## src/rtl/ps2_pkg.sv

```systemverilog
// Shared definitions for the PS/2 set-2 key decoder: scan codes, key indices
// and the prefix-tracking FSM state type.
package ps2_pkg;

  localparam logic [7:0] SC_E0    = 8'hE0;
  localparam logic [7:0] SC_E1    = 8'hE1;
  localparam logic [7:0] SC_F0    = 8'hF0;

  localparam logic [7:0] SC_UP    = 8'h75;
  localparam logic [7:0] SC_DOWN  = 8'h72;
  localparam logic [7:0] SC_LEFT  = 8'h6B;
  localparam logic [7:0] SC_RIGHT = 8'h74;
  localparam logic [7:0] SC_FIRE  = 8'h1A;
  localparam logic [7:0] SC_BOMB  = 8'h22;
  localparam logic [7:0] SC_SLOW  = 8'h12;
  localparam logic [7:0] SC_PAUSE = 8'h76;

  localparam logic [2:0] KEY_UP    = 3'd0;
  localparam logic [2:0] KEY_DOWN  = 3'd1;
  localparam logic [2:0] KEY_LEFT  = 3'd2;
  localparam logic [2:0] KEY_RIGHT = 3'd3;
  localparam logic [2:0] KEY_FIRE  = 3'd4;
  localparam logic [2:0] KEY_BOMB  = 3'd5;
  localparam logic [2:0] KEY_SLOW  = 3'd6;
  localparam logic [2:0] KEY_PAUSE = 3'd7;

  // Bytes that follow E1 in the Pause/Break make sequence.
  localparam logic [2:0] SKIP_LEN  = 3'd7;

  typedef enum logic [2:0] {
    ST_IDLE,
    ST_EXT,
    ST_BRK,
    ST_EXT_BRK,
    ST_SKIP
  } state_t;

endpackage

```

## src/rtl/ps2_keymap.sv

```systemverilog
// Combinational lookup of {extended, scan code} to one of the eight game keys.
module ps2_keymap
  import ps2_pkg::*;
(
  input  logic       ext,
  input  logic [7:0] code,
  output logic       hit,
  output logic [2:0] idx
);

  always_comb begin
    hit = 1'b1;
    idx = '0;
    if (ext) begin
      case (code)
        SC_UP:    idx = KEY_UP;
        SC_DOWN:  idx = KEY_DOWN;
        SC_LEFT:  idx = KEY_LEFT;
        SC_RIGHT: idx = KEY_RIGHT;
        default:  hit = 1'b0;
      endcase
    end else begin
      case (code)
        SC_FIRE:  idx = KEY_FIRE;
        SC_BOMB:  idx = KEY_BOMB;
        SC_SLOW:  idx = KEY_SLOW;
        SC_PAUSE: idx = KEY_PAUSE;
        default:  hit = 1'b0;
      endcase
    end
  end

endmodule

```

## src/rtl/ps2_key_decoder.sv

```systemverilog
// Turns the PS/2 set-2 byte stream into held-key state plus press/release
// pulses, resolving E0/F0/E1 prefixes and dropping typematic repeats.
module ps2_key_decoder
  import ps2_pkg::*;
#(
  parameter int PREFIX_TIMEOUT = 2_000_000
) (
  input  logic       clk,
  input  logic       rst_n,
  input  logic [7:0] code,
  input  logic       code_valid,
  output logic [7:0] key_state,
  output logic [7:0] key_press,
  output logic [7:0] key_release,
  output logic       seq_err
);

  localparam int            TW  = $clog2(PREFIX_TIMEOUT + 1);
  localparam logic [TW-1:0] TMO = TW'(PREFIX_TIMEOUT);

  state_t        r_state, w_state_nxt;
  logic [TW-1:0] r_timer, w_timer_nxt;
  logic [2:0]    r_skip, w_skip_nxt;
  logic          w_evt_vld, w_evt_ext, w_evt_brk, w_seq_err;
  logic          w_hit;
  logic [2:0]    w_idx;

  logic          r_vld_p0, r_brk_p0;
  logic [2:0]    r_idx_p0;
  logic [7:0]    w_mask_p0;

  logic [7:0]    r_key_state, r_key_press, r_key_release;
  logic          r_seq_err;

  ps2_keymap u_keymap (
    .ext  (w_evt_ext),
    .code (code),
    .hit  (w_hit),
    .idx  (w_idx)
  );

  always_comb begin
    w_state_nxt = r_state;
    w_timer_nxt = '0;
    w_skip_nxt  = r_skip;
    w_evt_vld   = 1'b0;
    w_evt_ext   = 1'b0;
    w_evt_brk   = 1'b0;
    w_seq_err   = 1'b0;

    // A byte arriving on the expiry cycle takes priority over the timeout.
    if (r_state != ST_IDLE && !code_valid) begin
      if (r_timer == TMO) begin
        w_state_nxt = ST_IDLE;
        w_skip_nxt  = '0;
        w_seq_err   = 1'b1;
      end else begin
        w_timer_nxt = r_timer + TW'(1);
      end
    end

    if (code_valid) begin
      case (r_state)
        ST_IDLE: begin
          if (code == SC_E0) begin
            w_state_nxt = ST_EXT;
          end else if (code == SC_F0) begin
            w_state_nxt = ST_BRK;
          end else if (code == SC_E1) begin
            w_state_nxt = ST_SKIP;
            w_skip_nxt  = SKIP_LEN;
          end else begin
            w_evt_vld = 1'b1;
          end
        end
        ST_EXT: begin
          if (code == SC_F0) begin
            w_state_nxt = ST_EXT_BRK;
          end else begin
            w_evt_vld   = 1'b1;
            w_evt_ext   = 1'b1;
            w_state_nxt = ST_IDLE;
          end
        end
        ST_BRK: begin
          w_evt_vld   = 1'b1;
          w_evt_brk   = 1'b1;
          w_state_nxt = ST_IDLE;
        end
        ST_EXT_BRK: begin
          w_evt_vld   = 1'b1;
          w_evt_ext   = 1'b1;
          w_evt_brk   = 1'b1;
          w_state_nxt = ST_IDLE;
        end
        ST_SKIP: begin
          if (r_skip <= 3'd1) begin
            w_skip_nxt  = '0;
            w_state_nxt = ST_IDLE;
          end else begin
            w_skip_nxt = r_skip - 3'd1;
          end
        end
        default: w_state_nxt = ST_IDLE;
      endcase
    end
  end

  // Stage p0: FSM state and the decoded key event.
  always_ff @(posedge clk or negedge rst_n) begin
    if (!rst_n) begin
      r_state   <= ST_IDLE;
      r_timer   <= '0;
      r_skip    <= '0;
      r_vld_p0  <= 1'b0;
      r_seq_err <= 1'b0;
    end else begin
      r_state   <= w_state_nxt;
      r_timer   <= w_timer_nxt;
      r_skip    <= w_skip_nxt;
      r_vld_p0  <= w_evt_vld & w_hit;
      r_seq_err <= w_seq_err;
    end
  end

  always_ff @(posedge clk) begin
    r_idx_p0 <= w_idx;
    r_brk_p0 <= w_evt_brk;
  end

  assign w_mask_p0 = 8'd1 << r_idx_p0;

  // Stage p1: held-key vector and edge pulses; repeats leave state untouched.
  always_ff @(posedge clk or negedge rst_n) begin
    if (!rst_n) begin
      r_key_state   <= '0;
      r_key_press   <= '0;
      r_key_release <= '0;
    end else begin
      r_key_press   <= '0;
      r_key_release <= '0;
      if (r_vld_p0) begin
        if (!r_brk_p0 && !(|(r_key_state & w_mask_p0))) begin
          r_key_state <= r_key_state | w_mask_p0;
          r_key_press <= w_mask_p0;
        end else if (r_brk_p0 && |(r_key_state & w_mask_p0)) begin
          r_key_state   <= r_key_state & ~w_mask_p0;
          r_key_release <= w_mask_p0;
        end
      end
    end
  end

  assign key_state   = r_key_state;
  assign key_press   = r_key_press;
  assign key_release = r_key_release;
  assign seq_err     = r_seq_err;

endmodule

```

## config.mk

```make
export PLATFORM = sky130hd
export DESIGN_NAME = ps2_key_decoder
export DESIGN_NICKNAME = d
export VERILOG_FILES = /design/src/rtl/ps2_pkg.sv /design/src/rtl/ps2_keymap.sv /design/src/rtl/ps2_key_decoder.sv
export SDC_FILE = /design/constraint.sdc
export NUM_CORES = 1
export LEC_CHECK = 0
export ABC_AREA = 0
export CAP_MARGIN = 40
export CORE_ASPECT_RATIO = 1.2
export CORE_MARGIN = 4
export CORE_UTILIZATION = 50
export CTS_CLUSTER_SIZE = 14
export DETAILED_ROUTE_END_ITERATION = 16
export PLACE_DENSITY = 0.84
export SLEW_MARGIN = 10
export SYNTH_ARGS = -nofsm -noshare
export SYNTH_HDL_FRONTEND = slang
export SYNTH_HIERARCHICAL = 1
export SYNTH_SLANG_ARGS = --single-unit
```

## constraint.sdc

```tcl
create_clock -name clk -period 2.5 [get_ports clk]
set_input_delay 0.75 -clock clk [delete_from_list [all_inputs] [get_ports clk]]
set_output_delay 0.75 -clock clk [all_outputs]
set_load 0.01 [all_outputs]
```

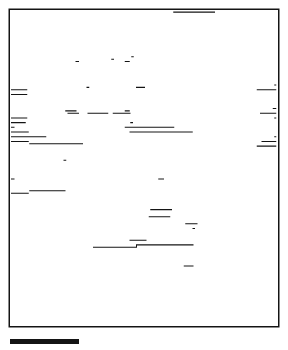
**Above:** run 1 (signal wires on met3).
The bar under the picture is 20 µm long.
The layer holds 3.4% of the routed length. 32 nets have wire on it. The layer carries 208 µm of wire. The wires run mostly horizontal.
final WL: 6.08 mm
via count: 2,352
grt met3 use: 2.78%

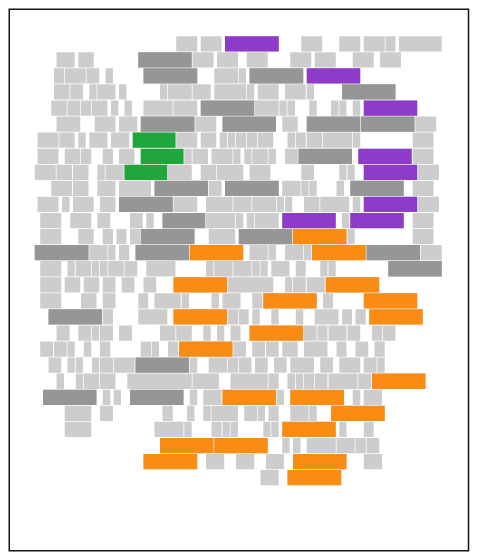
**Above:** run 1 (register map, names as in the netlist).
Other sequential cells in the stronger gray, the rest of the logic in the fainter gray.
`r_timer`: drawn in orange, flops 21. `r_idx_p0`: drawn in green, flops 3. `key_release`: drawn in purple, flops 8.
Another 25 sequential cells are not colored.

==> reports/metrics.csv, run 1 <==
stage,metric,value,unit
status,status,finished clean,
die,ios,36,
placement,io_buffer_count,35,
setup_path,crit_chain,"clkdlybuf4s50_1, or4b_2, nor3_2, a21oi_2, o311ai_1, a2bb2oi_2, and3_1",
grt,grt_use_total,17.9,%
grt,met1_usage,20.8,%
die,core,5630,µm²
synth,synthDominantAreaCellType,dfrtp_1,
cells_and_area,stdcell_area,3630,µm²
synth,postSynthSeqShare,48.5,%
timing,finalWorstSetupSlack,0.110,ns
pwr,p_sw_share,23.0,%
cells_and_area,area_delta_synth_final,25.4,%
synth,synth.net_count,316,
setup_path,crit_type,input pin to flip-flop,
placement,dp_cells,407,
timing,hold_violations,0,
timing,rsz0062_at_grt,false,
synth,ys_cells,299,
synth,top_area_share,45.8,%
routing,route.detailed.drc,0,
routing,wl_per_cell,14.4,µm
setup_path,end_kind,flip-flop,
timing,tns,0,ns
setup_path,critPathMaxStageDelay,0.70,ns
placement,gp_congestion,0.904,
timing,setup_viol,0,
cells_and_area,fill_cells,464,
cells_and_area,diodes,0,
timing,relSlewSlack,73.3,%
grt,grt_max_degree,54,
cells_and_area,nets,371,
clock_network,cts_resized,1,
clock_network,h-tree-depth,3,
synth,syn-cell-area,2900,µm²
timing,fin_crit,2.39,ns
cells_and_area,seq_area,1410,µm²
placement,post-place-ws,-0.251,ns
synth,synthCells,299,
setup_path,cp-start-kind,input pin,
clock_network,cts_setup_buffers,0,
cells_and_area,combGateArea,1420,µm²
synth,yosysChipArea,2900,µm²
synth,avgSynthCellArea,9.69,µm²
job,maxCapViolCount,0,
timing,slew_violations,0,
pwr,p_per_area,525,nW/µm²
timing,maxClockFrequency,418,MHz
synth,ys_async_sr_fraction,93.0,%
grt,top_usage_layer,met2,
placement,place_area,3440,µm²
pwr,intPower,1.47,mW
die,die_width,77.5,µm
synth,synthDistinctLibCells,52,
pwr,p_leak,1.45,nW
grt,antenna_found_initial,0,
pwr,clkPwrFrac,41.1,%
die,row_count,30,
grt,grt_overflow_total,0,
pwr,fin_total_pwr,1.91,mW
die,chip_area,7080,µm²
timing,holdWs,0.408,ns
routing,via_per_inst,5.57,
pwr,pwr-share-seq,49.5,%
routing,ant_nets,0,
timing,skew,0.00191,ns
pwr,power_frac_comb,9.3,%
placement,dp_hpwl,4.42,mm
die,initial_core_util,51.5,%
setup_path,cp.required,2.76,ns
setup_path,critPathArrivalTime,2.65,ns
routing,firstDrtPassIters,4,
cells_and_area,drive_gt1_share,16.8,%
grt,met2_usage,30.3,%
clock_network,cts_hold_buf,0,
clock_network,clkTransAtPathRegs,0.06,ns
synth,area_leaders,"dfrtp_1, nor2_1, xnor2_1, mux2_2, dfxtp_1",
setup_path,worstPathMaxFanout,5,
die,die_h,91.4,µm
timing,period_used_share,95.6,%
synth,ys.flop_type,dfrtp_1,
hold_path,hold_class,input pin to asynchronous set/reset pin,
clock_network,cts-buffers-inserted,9,
clock_network,cts_tree,done,
setup_path,crit_slowest_cell,or4b_2,
clock_network,clk_latency,0.32,ns
clock_network,cts_root_buf,clkbuf_8,
clock_network,clockBufferDepth,2,
pwr,p_sw,0.438,mW
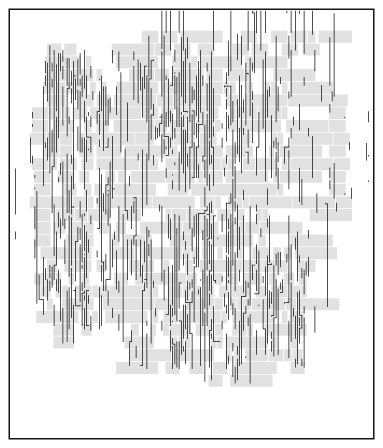
**Above:** run 1 (M2 wires).
The longest straight run is 27.5 µm. 323 nets have wire on it. The layer carries 3,180 µm of wire.

-- run 1: placed cells by master, fill, tap and decap left out, drive strengths merged, types with 2 or more instances in the layout --
cell type / instances
nor2: 53
dfrtp: 53
clkdlybuf4s50: 34
buf: 20
nand2: 19
inv: 14
nand3: 14
xnor2: 12
clkbuf: 11
nand4: 10
o21ai: 10
mux2: 8
nor3: 8
nor4: 8
nand3b: 6
ha: 6
a21oi: 6
nor2b: 5
xor2: 5
nand2b: 5
nor3b: 4
or3: 4
dfxtp: 4
a31oi: 3
o22ai: 3
and3: 3
mux2i: 3
or4: 3
clkinv: 3
or4b: 2
and4b: 2
-- run 1: layout make-up --
| class | count | area share [%] |
|---|---|---|
| Inverter | 14 | 1.45 |
| Clock inverter | 4 | 1.24 |
| Multi-Input combinational cell | 218 | 39.0 |
| Tap cell | 64 | 2.20 |
| Clock buffer | 11 | 3.62 |
| Sequential cell | 57 | 38.7 |
| Timing Repair Buffer | 54 | 13.8 |
-- run 1: Yosys cell counts, types with 2 or more instances --
cell	number
dfrtp_1	53
nor2_1	53
nand2_1	19
inv_1	14
nand3_1	13
xnor2_1	12
o21ai_0	10
nand4_1	9
clkbuf_1	8
mux2_2	8
nor3_1	7
nor4_1	7
ha_1	6
nand3b_1	6
nand2b_1	5
nor2b_1	5
xor2_1	5
a21oi_1	4
dfxtp_1	4
nor3b_1	4
or3_1	4
a31oi_1	3
and3_1	3
mux2i_1	3
o22ai_1	3
or4_4	3
a21oi_2	2
or4b_2	2
-- run 1: critical path, delay by kind of cell --
family | cells | cell delay (ns)
buf+inv | 1 | 0.41
simple gates | 3 | 1.04
compound gates | 3 | 0.44
-- run 1: kinds of logic (layout without fill, tap and decap cells) --
logic type               after synthesis  count (layout)  share of synthesized area (%)
AND-OR/OR-AND                         32              32                           7.51
AND/OR/NAND/NOR                      152             152                           28.9
adder cells (fa/ha/maj)                6               6                           2.59
XOR/XNOR                              17              17                           5.14
buffers and inverters                 24              83                           3.19
flip-flops                            57              57                           48.5
multiplexers                          11              11                           4.15
-- run 1: power by group through the flow --
stage	clock network [mW]	logic, mW	registers (mW)
floorplan	0	0.0865	0.962
global placement	0	0.166	0.962
detailed placement	0	0.175	0.963
CTS	0.800	0.175	0.945
global route	0.844	0.197	0.946
finish	0.786	0.178	0.946
-- run 1: metal layers --
metal / vias to the layer above / share of wire, % / wire length, µm
met5: - / 0 / 0
met4: 0 / 2.1 / 129
met3: 17 / 3.4 / 208
met2: 53 / 52 / 3180
met1: 1127 / 42 / 2560
li1: 1155 / - / -
-- run 1: path summary, 6_finish.rpt --
check | depth (start not counted) | to | from | slack, ns
worst max register to register | 7 | flip-flop | flip-flop | 0.12
worst min register to register | 1 | flip-flop | flip-flop | 0.55
max in group asynchronous | 2 | r_timer[0] | rst_n | 1.86
min in group clk | 1 | flip-flop | flip-flop | 0.55
worst min-delay path | 2 | key_press[6] | rst_n | 0.41
worst max-delay path | 7 | r_vld_p0 | code[1] | 0.11
==> run 2, diff against run 1 <==
--- a/config.mk
+++ b/config.mk
@@ -6,9 +6,8 @@
 export NUM_CORES = 1
 export LEC_CHECK = 0
 export ABC_AREA = 0
-export CAP_MARGIN = 40
+export CAP_MARGIN = 20
 export CORE_ASPECT_RATIO = 1.2
-export CORE_MARGIN = 4
 export CORE_UTILIZATION = 50
 export CTS_CLUSTER_SIZE = 14
 export DETAILED_ROUTE_END_ITERATION = 16
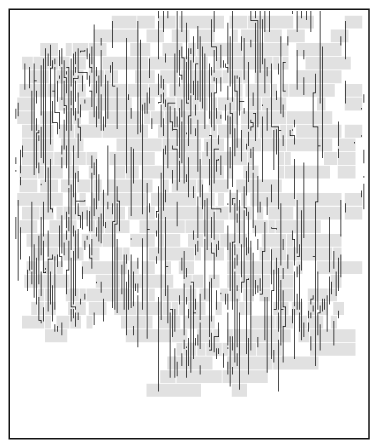
**Above:** run 2 (M2 wires).
grt met2 use: 35.0%
final WL: 5.82 mm

==> reports/metrics.csv, run 2 <==
stage,metric,value,unit
status,status,finished clean,
timing,rsz0062_at_grt,false,
clock_network,clk_latency,0.33,ns
grt,antenna_found_initial,0,
die,ios,36,
die,die_h,85.4,µm
timing,maxClockFrequency,423,MHz
cells_and_area,stdcell_area,3660,µm²
cells_and_area,nets,370,
timing,fin_crit,2.36,ns
die,die_width,71.5,µm
synth,synth.net_count,316,
placement,dp_hpwl,4.17,mm
grt,grt_use_total,21.4,%
placement,place_area,3420,µm²
synth,top_area_share,45.8,%
synth,ys_warn_count,6,
clock_network,h-tree-depth,3,
routing,ant_nets,0,
synth,synthCells,299,
setup_path,reg2reg_depth,7,
die,core,5630,µm²
job,maxCapViolCount,0,
clock_network,cts_root_buf,clkbuf_8,
die,initial_core_util,51.5,%
synth,ys_top_cells_by_count,"dfrtp_1, nor2_1, nand2_1",
synth,yosysChipArea,2900,µm²
die,chip_area,6110,µm²
synth,synthDominantAreaCellType,dfrtp_1,
cells_and_area,area_delta_synth_final,26.4,%
synth,syn-cell-area,2900,µm²
clock_network,cts_hold_buf,0,
setup_path,crit_chain,"clkdlybuf4s50_1, or4b_2, nor3_2, a21oi_2, xor2_1, a21oi_1, o32ai_1",
placement,io_buffer_count,35,
clock_network,cts_setup_buffers,0,
routing,drt_iter0_markers,185,
setup_path,reg2reg_setup_slack,0.14,ns
setup_path,critPathArrivalTime,2.58,ns
synth,area_leaders,"dfrtp_1, nor2_1, xnor2_1, mux2_2, dfxtp_1",
synth,ys.flop_type,dfrtp_1,
setup_path,critPathMaxStageDelay,0.71,ns
hold_path,hold_class,input pin to asynchronous set/reset pin,
pwr,irDropWorstVdd,0.321,mV
clock_network,cts_tree,done,
routing,wl_per_cell,13.8,µm
grt,grt_max_degree,22,
routing,route.detailed.drc,0,
pwr,fin_total_pwr,2.06,mW
timing,skew,0.00936,ns
synth,ys_cells,299,
placement,gp_congestion,0.840,
cells_and_area,diodes,0,
timing,relSlewSlack,73.6,%
synth,avgSynthCellArea,9.69,µm²
cells_and_area,lay_top_cells,"nor2_1, dfrtp_1, clkdlybuf4s50_1",
placement,dp_cells,406,
timing,hold_violations,0,
die,row_count,30,
synth,postSynthSeqShare,48.5,%
clock_network,cts-buffers-inserted,9,
cells_and_area,fin_cells,422,
synth,edf_count,0,
timing,slew_violations,0,
setup_path,cp-start-kind,input pin,
clock_network,clockBufferDepth,2,
clock_network,clkTransAtPathRegs,0.06,ns
timing,period_used_share,94.5,%
pwr,p_leak,1.47,nW
grt,grt_pass1_wl,10.1,mm
routing,via_per_inst,5.63,
synth,synthDistinctLibCells,52,
setup_path,crit_slowest_cell,or4b_2,
setup_path,end_kind,flip-flop,
setup_path,cp.required,2.72,ns
pwr,p_per_area,562,nW/µm²
synth,ys_async_sr_fraction,93.0,%
routing,firstDrtPassIters,4,
grt,grt_overflow_total,0,
routing,vias,2374,
cells_and_area,drive_gt1_share,17.0,%
setup_path,crit_type,input pin to flip-flop,
setup_path,worstPathMaxFanout,5,
clock_network,cts_sinks,57,
timing,setup_viol,0,
run 2: cell families (layout without fill, tap and decap cells):
logic type / after synthesis / after routing / share of synthesized area (%)
DFF: 57 / 57 / 48.5
AOI/OAI and AO/OA: 32 / 32 / 7.51
and+or+nand+nor: 152 / 152 / 28.9
muxes: 11 / 11 / 4.15
adders and majority gates: 6 / 6 / 2.59
xor gates and xnor gates: 17 / 17 / 5.14
buffers and inverters: 24 / 83 / 3.19
run 2: worst max-delay path by stage:
stage,slack [ns],depth (start not counted),to,startpoint
floorplan,0.12,6,r_idx_p0[0],code[1]
detailed placement,-0.24,7,r_idx_p0[0],code[1]
finish,0.14,7,r_idx_p0[0],code[1]
CTS,0.03,7,flip-flop,flip-flop
global placement,-0.20,7,r_idx_p0[0],code[1]
global route,0.02,7,flip-flop,flip-flop
run 2: layout make-up:
type	instances	area (µm²)
sequential	57	1410
timing repair buffer	53	480
tap	64	80.1
clock inverter	1	30.0
inverter	14	52.6
clock buffer	15	196
fill	439	1970
multi-input combinational	218	1420
run 2: worst max-delay path, delay by kind of cell:
kind / cells / cell delay [ns]
AND/OR/NAND/NOR: 2 / 0.89
XOR/XNOR: 1 / 0.16
buffers and inverters: 1 / 0.42
AND-OR/OR-AND: 3 / 0.36
run 2: stage by stage:
stage	worst slack (ns)	setup TNS, ns	hold WS (ns)
5_1_grt	0.0168	0	0.348
3_5_place_dp	-0.242	-0.935	0.528
3_3_place_gp	-0.204	-0.605	0.522
4_1_cts	0.0256	0	0.332
6_report	0.137	0	0.332
2_1_floorplan	0.118	0	0.454
run 2: metal layers:
layer / global-route usage (%) / part of all wire, %
met1: 26.5 / 43
met2: 35.0 / 52
met3: 5.34 / 3.4
met4: 9.98 / 1.6
met5: 0 / 0
run 2: report_power, final:
| group | switching (mW) | total [mW] | internal [mW] | leakage, nW |
|---|---|---|---|---|
| combinational | 0.0895 | 0.173 | 0.0839 | 0.579 |
| clock | 0.343 | 0.940 | 0.597 | 0.116 |
| sequential | 0.0119 | 0.946 | 0.934 | 0.771 |
| total | 0.445 | 2.06 | 1.61 | 1.47 |
run 2: timing repair:
action | 4_1_cts | 5_1_grt
gates resized | 1 | 3
setup endpoints to repair | 1 | 9
endpoints found under the hold margin | 0 | 0
==> run 3, diff against run 2 <==
--- a/config.mk
+++ b/config.mk
@@ -6,7 +6,6 @@
 export NUM_CORES = 1
 export LEC_CHECK = 0
 export ABC_AREA = 0
-export CAP_MARGIN = 20
 export CORE_ASPECT_RATIO = 1.2
 export CORE_UTILIZATION = 50
 export CTS_CLUSTER_SIZE = 14
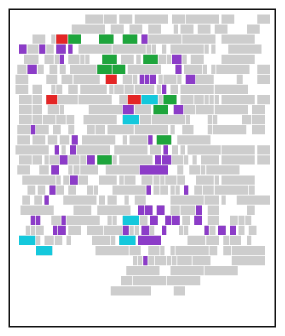
**Above:** run 3 (logic cells by family).
non-inverting ao/oa cells: drawn in red, cells 4. fa/ha/maj cells: drawn in cyan, cells 6, most used ha_1. mux cells: drawn in green, cells 11, most used mux2_2, where top middle. nand cells: drawn in purple, cells 54, most used nand2_1.

==> reports/metrics.csv, run 3 <==
stage,metric,value,unit
cells_and_area,lay_top_cells,"nor2_1, dfrtp_1, clkdlybuf4s50_1",
setup_path,cp.required,2.72,ns
setup_path,reg2reg_depth,7,
clock_network,cts_root_buf,clkbuf_8,
synth,synthCells,299,
synth,synth.net_count,316,
synth,postSynthSeqShare,48.5,%
timing,slew_violations,0,
synth,avgSynthCellArea,9.69,µm²
setup_path,critPathArrivalTime,2.58,ns
timing,tns,0,ns
placement,place_area,3420,µm²
timing,hold_violations,0,
cells_and_area,fill_cells,439,
synth,edf_count,0,
timing,rsz0062_at_grt,false,
timing,period_used_share,94.5,%
clock_network,cts_hold_buf,0,
routing,drt-total-wl,5.82,mm
synth,synthDistinctLibCells,52,
timing,holdWs,0.332,ns
clock_network,cts_sinks,57,
job,maxCapViolCount,0,
cells_and_area,stdcell_area,3660,µm²
grt,antenna_found_initial,0,
status,status,finished clean,
placement,io_buffer_count,35,
synth,ys_async_sr_fraction,93.0,%
pwr,p_sw_share,21.6,%
cells_and_area,drive_gt1_share,17.0,%
clock_network,cts_tree,done,
setup_path,crit_type,input pin to flip-flop,
cells_and_area,area_delta_synth_final,26.4,%
pwr,p_per_area,562,nW/µm²
pwr,pwr-share-seq,45.9,%
setup_path,worstPathMaxFanout,5,
synth,ys_cells,299,
pwr,irDropWorstVdd,0.321,mV
timing,relSlewSlack,73.6,%
synth,synthDominantAreaCellType,dfrtp_1,
hold_path,hold_class,input pin to asynchronous set/reset pin,
grt,grt_use_total,21.4,%
pwr,power_frac_comb,8.4,%
die,ios,36,
clock_network,cts-buffers-inserted,9,
placement,dp_cells,406,
synth,ys_warn_count,6,
synth,syn-cell-area,2900,µm²
timing,skew,0.00936,ns
pwr,fin_total_pwr,2.06,mW
pwr,clkPwrFrac,45.7,%
synth,top_area_share,45.8,%
clock_network,clk_latency,0.33,ns
grt,grt_pass1_wl,10.1,mm
pwr,p_sw,0.445,mW
setup_path,cp-start-kind,input pin,
routing,drt_iter0_markers,185,
pwr,p_leak,1.47,nW
pwr,intPower,1.61,mW
die,die_h,85.4,µm
die,core,5630,µm²
cells_and_area,fin_cells,422,
## run 3: cell counts after synthesis
Identical to the previous run, type by type.
## run 3: timing repair
item | in CTS | in global routing
gates resized | 1 | 3
hold endpoints to repair | 0 | 0
endpoints found under the setup margin | 1 | 9
buffers inserted | 0 | 0
## run 3: layout make-up
class | instances | area [µm²] | area share, %
clock buffers | 15 | 196 | 5.36
clock inverters | 1 | 30.0 | 0.820
inverters | 14 | 52.6 | 1.43
multi-input cells | 218 | 1420 | 38.7
flip-flops and latches | 57 | 1410 | 38.4
well taps | 64 | 80.1 | 2.19
repair buffers | 53 | 480 | 13.1
## run 3: worst min path at each step
stage / startpoint / endpoint / depth (start not counted)
CTS: rst_n / asynchronous set/reset pin / 1
floorplan: rst_n / asynchronous set/reset pin / 0
detailed placement: flip-flop / flip-flop / 1
finish: rst_n / key_release[6] / 1
global placement: flip-flop / flip-flop / 1
global route: rst_n / asynchronous set/reset pin / 1
## run 3: metal layers
metal	wire length, µm	GRT usage, %	vias to the layer above
li1	-	-	1160
met1	2500	26.5	1143
met2	3030	35.0	62
met3	197	5.34	9
met4	94	9.98	0
met5	0	0	-
## run 3: power groups by stage
stage	logic [mW]	registers [mW]	clock network [mW]
2_1_floorplan	0.0865	0.962	0
3_3_place_gp	0.161	0.962	0
3_5_place_dp	0.170	0.962	0
4_1_cts	0.170	0.946	0.958
5_1_grt	0.195	0.947	0.999
6_report	0.173	0.946	0.940
## run 3: logic make-up after synthesis
kind of cell | after synthesis | synth area share [%]
simple gates | 152 | 28.9
fa+ha+maj | 6 | 2.59
compound gates | 32 | 7.51
flops | 57 | 48.5
buf+inv | 24 | 3.19
mux | 11 | 4.15
xor+xnor | 17 | 5.14
## run 3: worst max-delay path: stages
cell and delay, ns:
clkdlybuf4s50_1 0.42, or4b_2 0.71, nor3_2 0.18, a21oi_2 0.12
xor2_1 0.16, a21oi_1 0.15, o32ai_1 0.09
Power is estimated from default activity; no workload was simulated.
